==> run_1/pdn.png <==
Scale bar: 20 um. Pins as bars on the die edge. Tap cells in gray.
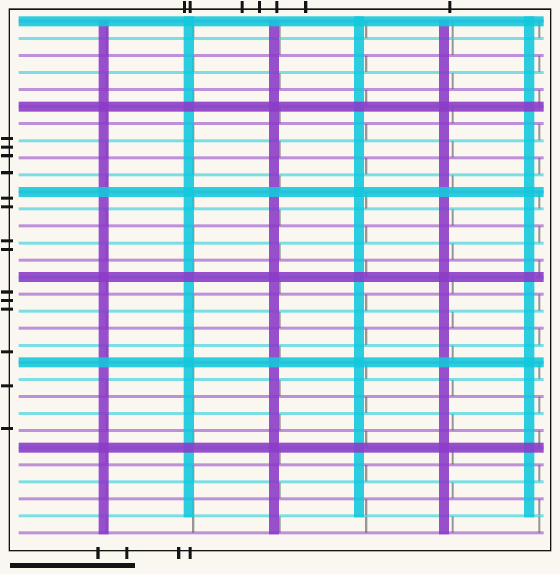
==> run_1/port_nets.png <==
Scale bar: 20 um.
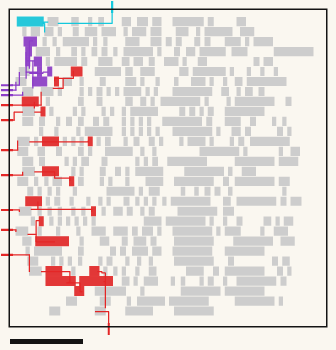
==> run_1/registers.png <==
Scale bar: 20 um. Other sequential cells in the stronger gray, the rest of the logic in the fainter gray.
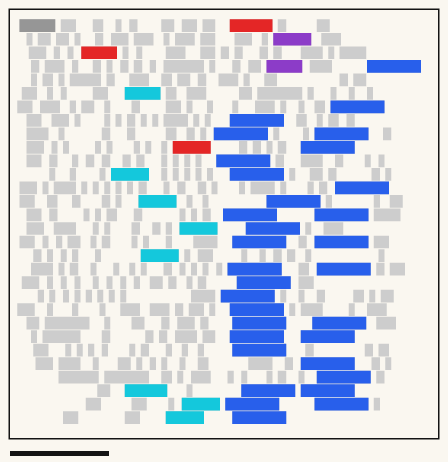
File: src/rtl/pc_pkg.sv
// Shared opcode definitions for the pc_ras fetch block.
package pc_pkg;

  localparam int OP_W = 3;

  typedef enum logic [OP_W-1:0] {
    NEXT     = 3'd0,
    JUMP_ABS = 3'd1,
    JUMP_REL = 3'd2,
    CALL     = 3'd3,
    RET      = 3'd4
  } pc_op_t;

endpackage

File: src/rtl/pc_ras_stack.sv
// Return-address stack with occupancy tracking. Define PC_RAS_WRAP_EN to make
// it circular (a push when full overwrites the oldest entry instead of being dropped).
module pc_ras_stack #(
  parameter int PC_W      = 8,
  parameter int RAS_DEPTH = 4
) (
  input  logic            clk,
  input  logic            reset,
  input  logic            push,
  input  logic            pop,
  input  logic [PC_W-1:0] din,
  output logic [PC_W-1:0] top,
  output logic            full,
  output logic            empty,
  output logic            overflow,
  output logic            underflow
);

  localparam int PTR_W = $clog2(RAS_DEPTH);

  logic [PC_W-1:0]  mem [RAS_DEPTH];
  logic [PTR_W-1:0] sp;     // next free slot
  logic [PTR_W:0]   count;
  logic             do_push;
  logic             do_pop;

  assign full  = (count == (PTR_W+1)'(RAS_DEPTH));
  assign empty = (count == '0);
  assign top   = mem[sp - PTR_W'(1)];

`ifdef PC_RAS_WRAP_EN
  // The slot at sp holds the oldest entry once full, so a plain push overwrites it.
  assign do_push  = push;
  assign overflow = 1'b0;
`else
  assign do_push  = push & ~full;
  assign overflow = push & full;
`endif

  assign do_pop    = pop & ~push & ~empty;
  assign underflow = pop & ~push & empty;

  // NOTE: sequential state uses non-blocking (<=) so every register samples pre-edge values.
  always_ff @(posedge clk) begin
    if (reset) begin
      sp    <= '0;
      count <= '0;
    end else if (do_push) begin
      sp <= sp + PTR_W'(1);
      if (!full) count <= count + (PTR_W+1)'(1);
    end else if (do_pop) begin
      sp    <= sp - PTR_W'(1);
      count <= count - (PTR_W+1)'(1);
    end
  end

  // NOTE: the storage array is deliberately not reset; occupancy alone defines validity.
  always_ff @(posedge clk) begin
    if (do_push) mem[sp] <= din;
  end

endmodule

File: src/rtl/pc_ras.sv
// Program counter with relative branches and an internal return-address stack.
// Optional macro PC_RAS_WRAP_EN selects a circular stack (see pc_ras_stack).
module pc_ras
  import pc_pkg::*;
#(
  parameter int PC_W      = 8,
  parameter int INC       = 1,
  parameter int RAS_DEPTH = 4,
  parameter int RESET_VEC = 0
) (
  input  logic            CLK,
  input  logic            reset,
  input  logic            stall,
  input  logic [2:0]      pc_op,
  input  logic [PC_W-1:0] immediate,
  output logic [PC_W-1:0] PC,
  output logic            ras_full,
  output logic            ras_empty,
  output logic            ras_err
);

  localparam logic [PC_W-1:0] INC_V = PC_W'(INC);

  pc_op_t          op;
  logic [PC_W-1:0] pc_next;
  logic [PC_W-1:0] ret_addr;
  logic            push;
  logic            pop;
  logic            overflow;
  logic            underflow;

  assign op = pc_op_t'(pc_op);

  pc_ras_stack #(
    .PC_W      (PC_W),
    .RAS_DEPTH (RAS_DEPTH)
  ) u_stack (
    .clk       (CLK),
    .reset     (reset),
    .push      (push),
    .pop       (pop),
    .din       (PC + INC_V),
    .top       (ret_addr),
    .full      (ras_full),
    .empty     (ras_empty),
    .overflow  (overflow),
    .underflow (underflow)
  );

  // NOTE: defaults first so no path through the case leaves a signal unassigned (no latches).
  always_comb begin
    pc_next = PC + INC_V;
    push    = 1'b0;
    pop     = 1'b0;
    case (op)
      JUMP_ABS: pc_next = immediate;
      // Offset and PC share a width, so modulo-2^PC_W addition is the sign-extended sum.
      JUMP_REL: pc_next = PC + immediate;
      CALL: begin
        pc_next = immediate;
        push    = ~stall;
      end
      RET: begin
        pop = ~stall;
        if (!ras_empty) pc_next = ret_addr;
      end
      default: pc_next = PC + INC_V;
    endcase
  end

  always_ff @(posedge CLK) begin
    if (reset) begin
      PC      <= PC_W'(RESET_VEC);
      ras_err <= 1'b0;
    end else if (!stall) begin
      PC      <= pc_next;
      ras_err <= ras_err | overflow | underflow;
    end
  end

endmodule

File: config.mk
export PLATFORM = sky130hd
export DESIGN_NAME = pc_ras
export DESIGN_NICKNAME = d
export VERILOG_FILES = /design/src/rtl/pc_pkg.sv /design/src/rtl/pc_ras_stack.sv /design/src/rtl/pc_ras.sv
export SDC_FILE = /design/constraint.sdc
export NUM_CORES = 1
export LEC_CHECK = 0
export ABC_AREA = 1
export ABC_CLOCK_PERIOD_IN_PS = 1900
export CELL_PAD_IN_SITES_DETAIL_PLACEMENT = 1
export CELL_PAD_IN_SITES_GLOBAL_PLACEMENT = 1
export CORE_UTILIZATION = 39
export DETAILED_ROUTE_END_ITERATION = 8
export GPL_TIMING_DRIVEN = 0
export PLACE_DENSITY = 0.81
export SETUP_SLACK_MARGIN = 0.4
export SYNTH_ARGS = -nofsm -noshare
export SYNTH_HDL_FRONTEND = slang
export SYNTH_SLANG_ARGS = --single-unit
export TNS_END_PERCENT = 10
File: constraint.sdc
create_clock -name CLK -period 1.9 [get_ports CLK]
set_input_delay 0.38 -clock CLK [delete_from_list [all_inputs] [get_ports CLK]]
set_output_delay 0.38 -clock CLK [all_outputs]
set_load 0.05 [all_outputs]
==> metrics.log, run 1 <==
[flow] final metrics
[metrics] number of instances in the placed design: 462
[metrics] sum of internal, switching and leakage power: 2.27 mW
[metrics] longest individual stage delay on the worst path: 0.36 ns
[metrics] worst relative slew slack: 65.9%
[metrics] aggregate routed wire length: 7220 um
[metrics] sum of negative setup slack: 0 ns
[metrics] family of cells with the greatest summed delay on the critical path: buffers and inverters
[metrics] starting DRC count in detailed routing: 57
[metrics] biggest regs: u_stack.mem: 32 flops, PC: 8 flops, u_stack.count: 3 flops
[metrics] met3 wire length: 167 um
[metrics] share of post-route cells with drive strength above 1: 22.1%
[metrics] top cells by area, synth: edfxtp_1, nand2_1, dfxtp_1
[metrics] overall routing resource usage: 21.4%
[metrics] total cells reported by yosys after synthesis: 342
[metrics] worst clock skew: 0.00834 ns
[metrics] HP Start: ras_err$_SDFFE_PP0N_
[metrics] Post-Synthesis Mean Instance Area: 8.07 sq um
[metrics] final setup violation count: 0
[metrics] EDFF count, synth: 32
[metrics] run status: completed
[metrics] clock-pin slew on the worst setup and hold paths: 0.09 ns
Back to the opening pictures, pdn.png:
color	net
purple	VSS
cyan	VDD
signal pins	25
tap cells	96
rows	30
Chip Width: 86.1 um
Max IR drop VDD: 0.241 mV
die height: 86.1 um
area of the core: 0.00683 sq mm

Back to the opening pictures, port_nets.png:
color	port	bits	direction	edge	end cells	buffers	wire
cyan	ras_err	1	output	north	1	1	22.7 um
red	immediate	8	input	7 west, 1 south	17	8	155 um
purple	pc_op	3	input	west	7	3	46.4 um
IO Count: 25
number of buffers added on ports: 24

Back to the opening pictures, registers.png:
color	name in the netlist	sequential cells
red	u_stack.count	3
blue	u_stack.mem	32
purple	u_stack.sp	2
cyan	PC	8
not colored	1
Seq area share: 36.3%
Reg area: 0.00126 sq mm
Util after Layout: 50.7%

## run 1: report_power, final
| group | leakage, nW | internal [mW] | switching, mW |
|---|---|---|---|
| clock | 0.0441 | 0.259 | 0.358 |
| sequential | 0.412 | 1.10 | 0.0332 |
| combinational | 1.10 | 0.197 | 0.322 |
## run 1: cell type report
| type | instances | area (sq um) |
|---|---|---|
| Buffer | 6 | 62.6 |
| Clock buffer | 5 | 68.8 |
| Clock inverter | 3 | 21.3 |
| Fill cell | 859 | 3370 |
| Inverter | 53 | 213 |
| Multi-Input combinational cell | 237 | 1390 |
| Sequential cell | 46 | 1260 |
| Tap cell | 96 | 120 |
| Timing Repair Buffer | 39 | 335 |
## run 1: repair_timing
item,CTS,global route
gates cloned,1,0
buffers inserted,13,1
pin swaps,8,6
setup endpoints to repair,56,50
resized,51,7
==> run_1/final_placement.png <==
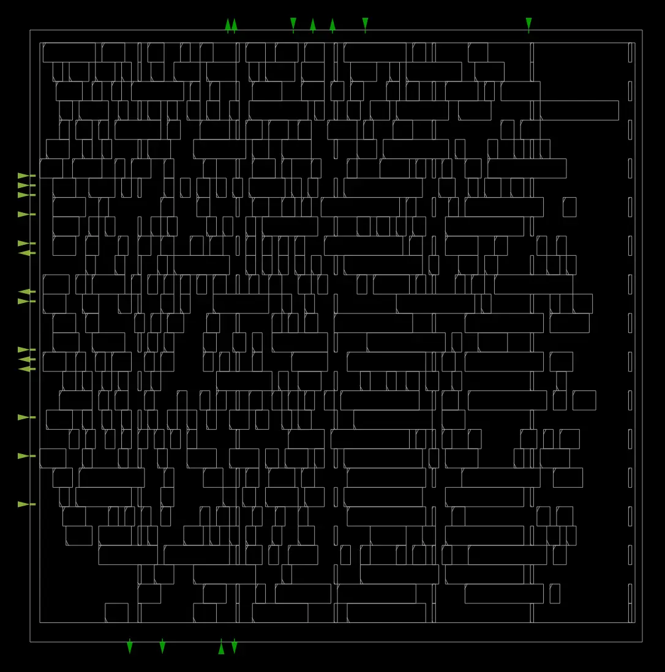

==> run 1 -> run 2 <==
ABC_CLOCK_PERIOD_IN_PS = 2000   (was 1900)
CORE_UTILIZATION = 45   (was 39)
PLACE_DENSITY = 0.88   (was 0.81)
clock period = 2 ns   (was 1.9 ns; I/O delays follow)
==> run_2/final_placement.png <==
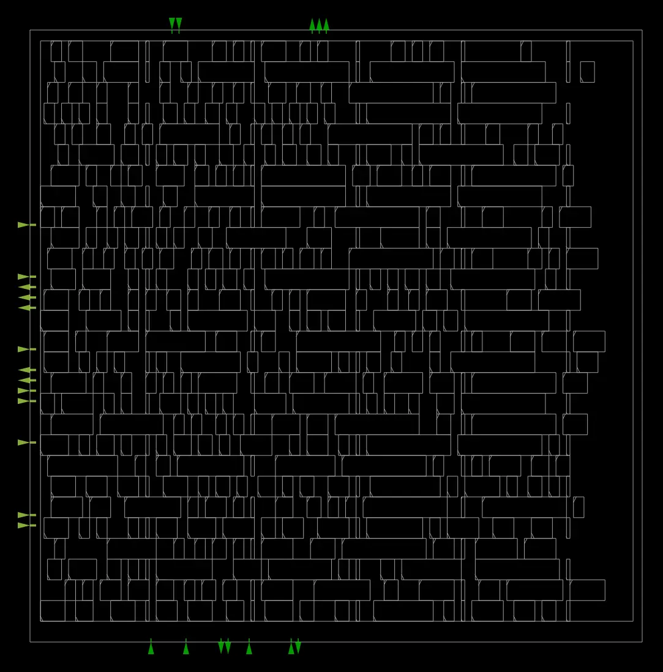
filler-free cell count of the finished design: 471
number of standard-cell rows in the floorplan: 28
tap cell count: 75
Seq area share: 35.3%

==> run 2 against run 1 <==
Final cell count shrank 2.9%. Combinational power grew 4.0%. Sequential share of layout area shrank 0.98 points. Critical path type is now input pin to register. Highest routed layer unchanged.
==> metrics.log, run 2 <==
[flow] final metrics
[metrics] clock-pin slew on the worst setup and hold paths: 0.09 ns (about the same)
[metrics] biggest regs: u_stack.mem: 32 flops, PC: 8 flops, u_stack.count: 3 flops
[metrics] EDFF count, synth: 32 (unchanged)
[metrics] clk tree area frac: 3.10% (+0.50 points)
[metrics] top cells by area, synth: edfxtp_1, nand2_1, dfxtp_1
[metrics] worst clock skew: 0.00383 ns (-0.00451 ns)
[metrics] run status: completed
[metrics] clock network fraction of total power: 30.0% (+2.9 points)
[metrics] start of the worst register-to-register path: PC[0]$_SDFFE_PP0N_
[metrics] aggregate routed wire length: 9290 um (+29%)
[metrics] clock-net power: 0.699 mW (+13%)
[metrics] Post-Synthesis Mean Instance Area: 8.07 sq um (unchanged)
[metrics] sequential-cell power consumption: 1.09 mW (-4%)
[metrics] group with the largest share of power: sequential cells
[metrics] Adder-Cell Fraction of Synth Area: 6.89%
[metrics] Reg area: 0.00125 sq mm (-0.30%)
[metrics] clock latency reported for the late side of the worst-skew pair: 0.30 ns
[metrics] number of sequential storage elements: 46 (unchanged)
[metrics] overall routing resource usage: 28.2% (+6.8 points)
[metrics] Switching Fraction: 30.4% (-0.98 points)
[metrics] number of logic gates: 237 (unchanged)
[metrics] starting DRC count in detailed routing: 142 (+150%)
[metrics] Util after Layout: 60.0% (+9.2 points)
[metrics] buffer share of cell area: 13.4% (+1.9 points)
[metrics] Dominant Register Cell: edfxtp_1
[metrics] family of cells with the greatest summed delay on the critical path: simple AND/OR/NAND/NOR gates
[metrics] worst relative slew slack: 65.7% (-0.12 points)
[metrics] switching power of the nets: 0.707 mW (-0.88%)
[metrics] Top Layout Cells: nand2_1, inv_1, nand3_1
[metrics] total of clock buffers placed in the layout: 6 (+1)
[metrics] part of the total power dissipated in combinational logic: 23.2% (+0.4 points)
[metrics] logic gate fraction of the total cell area: 39.4% (-0.57 points)
[metrics] sum of negative setup slack: 0 ns (unchanged)
[metrics] Signal buffers: 52 (+16%)
[metrics] internal power: 1.62 mW (+3.8%)
[metrics] cell group occupying the most layout area: multi-input combinational cells
[metrics] filler cell count in the final layout: 714 (-17%)
[metrics] logic area: 0.00140 sq mm (+0.99%)
[metrics] combinational logic power: 0.540 mW (+4.0%)
[metrics] number of signal-net inverters in the final layout: 53 (unchanged)
[metrics] share of post-route cells with drive strength above 1: 23.5% (+1.4 points)
[metrics] power share of the sequential group: 46.8% (-3.2 points)
[metrics] number of buffers added on ports: 24 (unchanged)
[metrics] GRT Max-Usage Layer: met2
[metrics] unrepaired setup endpoints after global routing: yes
==> run_2/pdn.png <==
Scale bar: 20 um. Pins as bars on the die edge. Tap cells in gray.
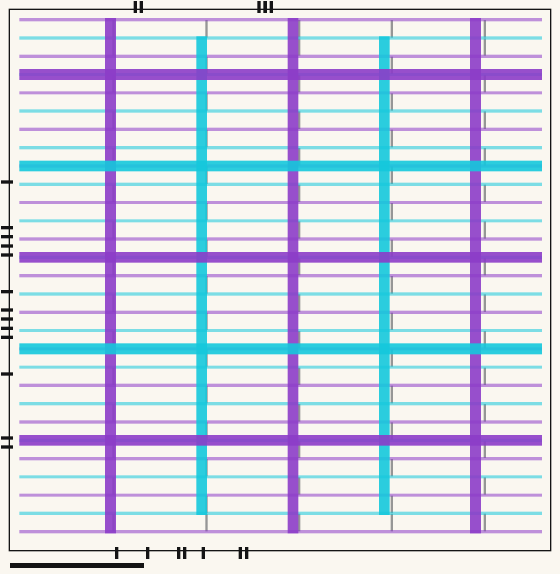
color	net
purple	VSS
cyan	VDD
signal pins	25
met1 rails	29
rows	28
met4 straps	5
tap cells	75
Max IR drop VDD: 0.321 mV
die height: 80.3 um
area of the core: 0.00592 sq mm

-- run 2: worst max path at each step --
stage / slack (ns) / end / cells after the start / from
global route: 0.08 / PC[3]$_SDFFE_PP0N_ / 11 / immediate[1]
finish: 0.12 / PC[3]$_SDFFE_PP0N_ / 11 / immediate[1]
floorplan: 0.35 / PC[0]$_SDFFE_PP0N_ / 14 / u_stack.sp[0]$_SDFFE_PP0P_
global placement: -0.42 / u_stack.mem[3][6]$_DFFE_PP_ / 5 / pc_op[0]
CTS: 0.16 / ras_full / 4 / u_stack.count[0]$_SDFFE_PP0P_
detailed placement: -0.48 / u_stack.mem[1][6]$_DFFE_PP_ / 5 / pc_op[0]
-- run 2: timing repair --
item / CTS / global route
cloned: 1 / 0
setup buffers: 14 / 7
endpoints found under the setup margin: 54 / 54
pin swaps: 8 / 9
resized: 40 / 25
Power figures rest on the tool's default switching activity, not on a simulated workload.
